File: src/rtl/dcache_ctrl.sv
// dcache_ctrl: miss-handling sequencer for the 4-way, 4 KB data cache.
//
// Accepts one load/store at a time from the LSU. It looks the request up in the
// cache, fetches the missing word from memory on a miss, writes a dirty victim
// back, and then replays the lookup. It also keeps saturating hit/miss counters.
//
// Ports
//   CLK_cpu, RST_cpu_n            clock; synchronous active-low reset
//   req_*                         LSU request (valid/we/addr/wdata/size), req_ready
//   resp_valid/err/rdata          one-cycle completion pulse to the LSU
//   dc_read_en/write_en/fetch     cache commands (at most one high at a time)
//   dc_read_addr/write_addr       cache addresses
//   dc_write_data/store_size      cache write data and size
//   dc_cache_miss/rdata/tag       cache lookup result and victim information
//   mem_req/we/addr/wdata         memory request, held until mem_ack
//   mem_ack/rdata                 memory acknowledge and fill data
//   stat_hits, stat_misses        saturating statistics counters
module dcache_ctrl #(
  parameter int unsigned STAT_W = 16
) (
  input  logic              CLK_cpu,
  input  logic              RST_cpu_n,
  input  logic              req_valid,
  input  logic              req_we,
  input  logic [19:0]       req_addr,
  input  logic [31:0]       req_wdata,
  input  logic [1:0]        req_size,
  output logic              req_ready,
  output logic              resp_valid,
  output logic              resp_err,
  output logic [31:0]       resp_rdata,
  output logic              dc_read_en,
  output logic              dc_write_en,
  output logic              dc_fetch,
  output logic [19:0]       dc_read_addr,
  output logic [19:0]       dc_write_addr,
  output logic [31:0]       dc_write_data,
  output logic [1:0]        dc_store_size,
  input  logic              dc_cache_miss,
  input  logic [31:0]       dc_rdata,
  input  logic [15:0]       dc_tag,
  output logic              mem_req,
  output logic              mem_we,
  output logic [19:0]       mem_addr,
  output logic [31:0]       mem_wdata,
  input  logic              mem_ack,
  input  logic [31:0]       mem_rdata,
  output logic [STAT_W-1:0] stat_hits,
  output logic [STAT_W-1:0] stat_misses
);

  typedef enum logic [3:0] {
    StIdle, StChk, StLk1, StLk2, StMrd, StFl1, StFl2, StWb, StRsp
  } state_e;

  state_e              state_q, state_d;
  logic [19:0]         addr_q, addr_d;
  logic                we_q, we_d;
  logic [31:0]         wdata_q, wdata_d;
  logic [1:0]          size_q, size_d;
  logic                replay_q, replay_d;
  logic                err_q, err_d;
  logic [31:0]         rdata_q, rdata_d;
  logic [31:0]         fill_q, fill_d;
  logic [9:0]          vtag_q, vtag_d;
  logic [31:0]         vdata_q, vdata_d;
  logic [STAT_W-1:0]   hits_q, hits_d;
  logic [STAT_W-1:0]   misses_q, misses_d;
  logic                misaligned;

  // Only the valid, dirty and tag fields of dc_tag carry meaning.
  logic unused_tag_bits;
  assign unused_tag_bits = ^{dc_tag[15:14], dc_tag[11:10]};

  assign misaligned = (size_q == 2'b11) ||
                      (size_q == 2'b01 && addr_q[0]) ||
                      (size_q == 2'b10 && addr_q[1:0] != 2'b00);

  assign stat_hits   = hits_q;
  assign stat_misses = misses_q;

  always_ff @(posedge CLK_cpu) begin
    if (!RST_cpu_n) begin
      state_q  <= StIdle;
      addr_q   <= '0;
      we_q     <= 1'b0;
      wdata_q  <= '0;
      size_q   <= '0;
      replay_q <= 1'b0;
      err_q    <= 1'b0;
      rdata_q  <= '0;
      fill_q   <= '0;
      vtag_q   <= '0;
      vdata_q  <= '0;
      hits_q   <= '0;
      misses_q <= '0;
    end else begin
      state_q  <= state_d;
      addr_q   <= addr_d;
      we_q     <= we_d;
      wdata_q  <= wdata_d;
      size_q   <= size_d;
      replay_q <= replay_d;
      err_q    <= err_d;
      rdata_q  <= rdata_d;
      fill_q   <= fill_d;
      vtag_q   <= vtag_d;
      vdata_q  <= vdata_d;
      hits_q   <= hits_d;
      misses_q <= misses_d;
    end
  end

  always_comb begin
    state_d  = state_q;
    addr_d   = addr_q;
    we_d     = we_q;
    wdata_d  = wdata_q;
    size_d   = size_q;
    replay_d = replay_q;
    err_d    = err_q;
    rdata_d  = rdata_q;
    fill_d   = fill_q;
    vtag_d   = vtag_q;
    vdata_d  = vdata_q;
    hits_d   = hits_q;
    misses_d = misses_q;

    req_ready     = 1'b0;
    resp_valid    = 1'b0;
    resp_err      = 1'b0;
    resp_rdata    = '0;
    dc_read_en    = 1'b0;
    dc_write_en   = 1'b0;
    dc_fetch      = 1'b0;
    dc_read_addr  = '0;
    dc_write_addr = '0;
    dc_write_data = '0;
    dc_store_size = '0;
    mem_req       = 1'b0;
    mem_we        = 1'b0;
    mem_addr      = '0;
    mem_wdata     = '0;

    unique case (state_q)
      StIdle: begin
        req_ready = 1'b1;
        if (req_valid) begin
          addr_d   = req_addr;
          we_d     = req_we;
          wdata_d  = req_wdata;
          size_d   = req_size;
          err_d    = 1'b0;
          rdata_d  = '0;
          replay_d = 1'b0;
          state_d  = StChk;
        end
      end

      StChk: begin
        if (misaligned) begin
          err_d   = 1'b1;
          state_d = StRsp;
        end else begin
          replay_d = 1'b0;
          state_d  = StLk1;
        end
      end

      StLk1, StLk2: begin
        if (we_q) begin
          dc_write_en   = 1'b1;
          dc_write_addr = addr_q;
          dc_write_data = wdata_q;
          dc_store_size = size_q;
        end else begin
          dc_read_en   = 1'b1;
          dc_read_addr = addr_q;
        end
        if (state_q == StLk1) begin
          state_d = StLk2;
        end else if (!dc_cache_miss) begin
          if (!we_q) rdata_d = dc_rdata;
          // Replayed lookups already counted as a miss.
          if (!replay_q && hits_q != '1) hits_d = hits_q + STAT_W'(1);
          state_d = StRsp;
        end else if (!replay_q) begin
          if (misses_q != '1) misses_d = misses_q + STAT_W'(1);
          state_d = StMrd;
        end else begin
          err_d   = 1'b1;
          state_d = StRsp;
        end
      end

      StMrd: begin
        mem_req  = 1'b1;
        mem_addr = {addr_q[19:2], 2'b00};
        if (mem_ack) begin
          fill_d  = mem_rdata;
          state_d = StFl1;
        end
      end

      StFl1, StFl2: begin
        dc_fetch      = 1'b1;
        dc_write_addr = addr_q;
        dc_write_data = fill_q;
        if (state_q == StFl1) begin
          state_d = StFl2;
        end else begin
          vtag_d  = dc_tag[9:0];
          vdata_d = dc_rdata;
          if (dc_tag[13] && dc_tag[12]) begin
            state_d = StWb;
          end else begin
            replay_d = 1'b1;
            state_d  = StLk1;
          end
        end
      end

      StWb: begin
        mem_req   = 1'b1;
        mem_we    = 1'b1;
        mem_addr  = {vtag_q, addr_q[9:2], 2'b00};
        mem_wdata = vdata_q;
        if (mem_ack) begin
          replay_d = 1'b1;
          state_d  = StLk1;
        end
      end

      StRsp: begin
        resp_valid = 1'b1;
        resp_err   = err_q;
        resp_rdata = (err_q || we_q) ? 32'h0 : rdata_q;
        state_d    = StIdle;
      end

      default: state_d = StIdle;
    endcase
  end

endmodule

File: config.mk
export PLATFORM = sky130hd
export DESIGN_NAME = dcache_ctrl
export DESIGN_NICKNAME = d
export VERILOG_FILES = /design/src/rtl/dcache_ctrl.sv
export SDC_FILE = /design/constraint.sdc
export NUM_CORES = 1
export LEC_CHECK = 0
export ABC_AREA = 1
export CAP_MARGIN = 20
export CORE_MARGIN = 2
export CORE_UTILIZATION = 45
export DETAILED_ROUTE_END_ITERATION = 7
export GPL_ROUTABILITY_DRIVEN = 0
export PLACE_DENSITY = 0.81
export SETUP_SLACK_MARGIN = 0.5
export SYNTH_ARGS = -nofsm -noshare
export SYNTH_HDL_FRONTEND = slang
export SYNTH_SLANG_ARGS = --single-unit
File: constraint.sdc
create_clock -name CLK_cpu -period 2.1 [get_ports CLK_cpu]
set_clock_uncertainty 0.15 [all_clocks]
set_input_delay 0.42 -clock CLK_cpu [delete_from_list [all_inputs] [get_ports CLK_cpu]]
set_output_delay 0.42 -clock CLK_cpu [all_outputs]
set_load 0.02 [all_outputs]
**Signal wires on met3**

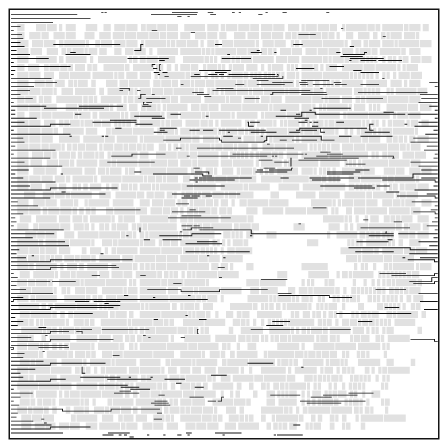
- share of all routed wire: 8.8%
- nets with wire on the layer: 335
- main direction: horizontal
- longest straight run: 66.2 um

**Close-up of the layout**

Region (53, 53) to (93, 93) um. Cells in grey, sequential cells in the stronger grey; small squares are vias.
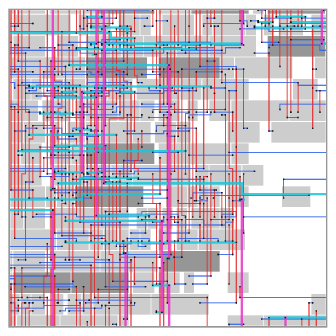
- M1: blue
- M3: cyan
- M4: magenta
- M2: red
- netlist names of flops here include: state_q (4)
- cells with their middle in the window: 131
- sequential cells in the window: 8
- most frequent: buf_4 (21), nand2_1 (17)

==> results.toml <==
# generated from flow reports
[setup_path]
crit_type = "reg2out"
worstPathCellList = "buf_4 > nor3_4 > buf_12 > buf_12 > nand2_1 > nor2_2 > buf_6"
r2r_end = "addr_q[3]$_SDFFE_PN0P_"
arrival_ps = 1880
slowest_stage = "dfxtp_2"
crit_cells = 7
crit_top_cell = "buf_12"
rrSetupSlack_ps = 80

[layout]
buffers = 452
mostFrequentLayoutCells = "217 x nand2_1, 178 x dfxtp_1, 167 x inv_1"
nClkBuffers = 20
fin_area_um2 = 16400
syn_to_final_growth_pct = 81.0

[grt]
grt_use_met1 = 0.336
grt-busiest-layer = "met2"

[sta]
setup_viol = 163
fmax_ghz = 0.408
setup_slack_ps = -351

[synth]
xor_area_frac = 0.00868
synth_top_area_share = 0.438
adder_share = 0.00275
yosys_warnings = 0

[power]
internal-power_mw = 8.97
maxPowerGroup = "combinational cells"
p_comb_frac = 0.476
comb_power_mw = 7.23
power_density_nw_per_um2 = 924
p_sw_mw = 6.22

[clocking]
cts_root_buffer = "clkbuf_16"
cts_resized = 1099
cts_setup_buffers = 11

[die]
core_um2 = 19700

[worst_hold_path]
hold_start = "RST_cpu_n"

[run_status]
outcome = "complete, but fails checks"
violations = "negative setup slack"

[detailed_routing]
drc = 0
first_pass_iters = 6
avgViaCountPerCell = 5.48
**Clock distribution**

The bar under the picture is 50 um long.
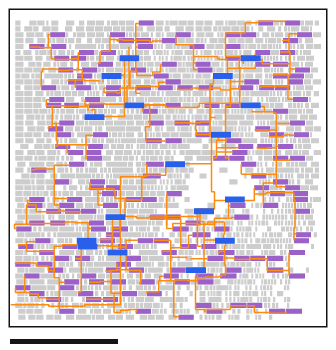
- flip-flops: purple (count 199)
- clock-net drivers: blue (count 17)
- clock wires: orange (length 2450 um)
- flops lie: spread over the die
- routed clock nets: 18

**Wire density map**

The bar under the picture is 50 um long. The die is cut into 29 by 29 equal tiles; white is low, dark blue is high, scaled to the fullest tile. Values are wire area over tile area, all layers added.
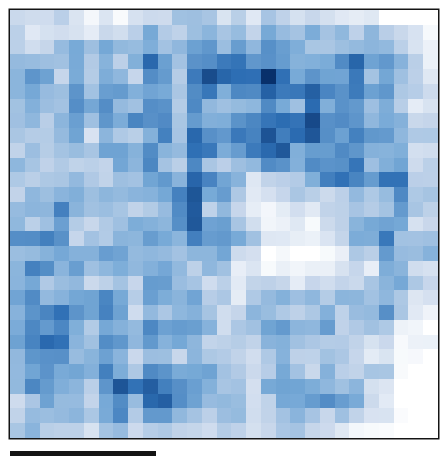
- emptiest ninth of the die: south-east
- fullest tile: 0.81
- densest ninth of the die: north
- nearly empty tiles: 2.6%
- mean over tiles: 0.33

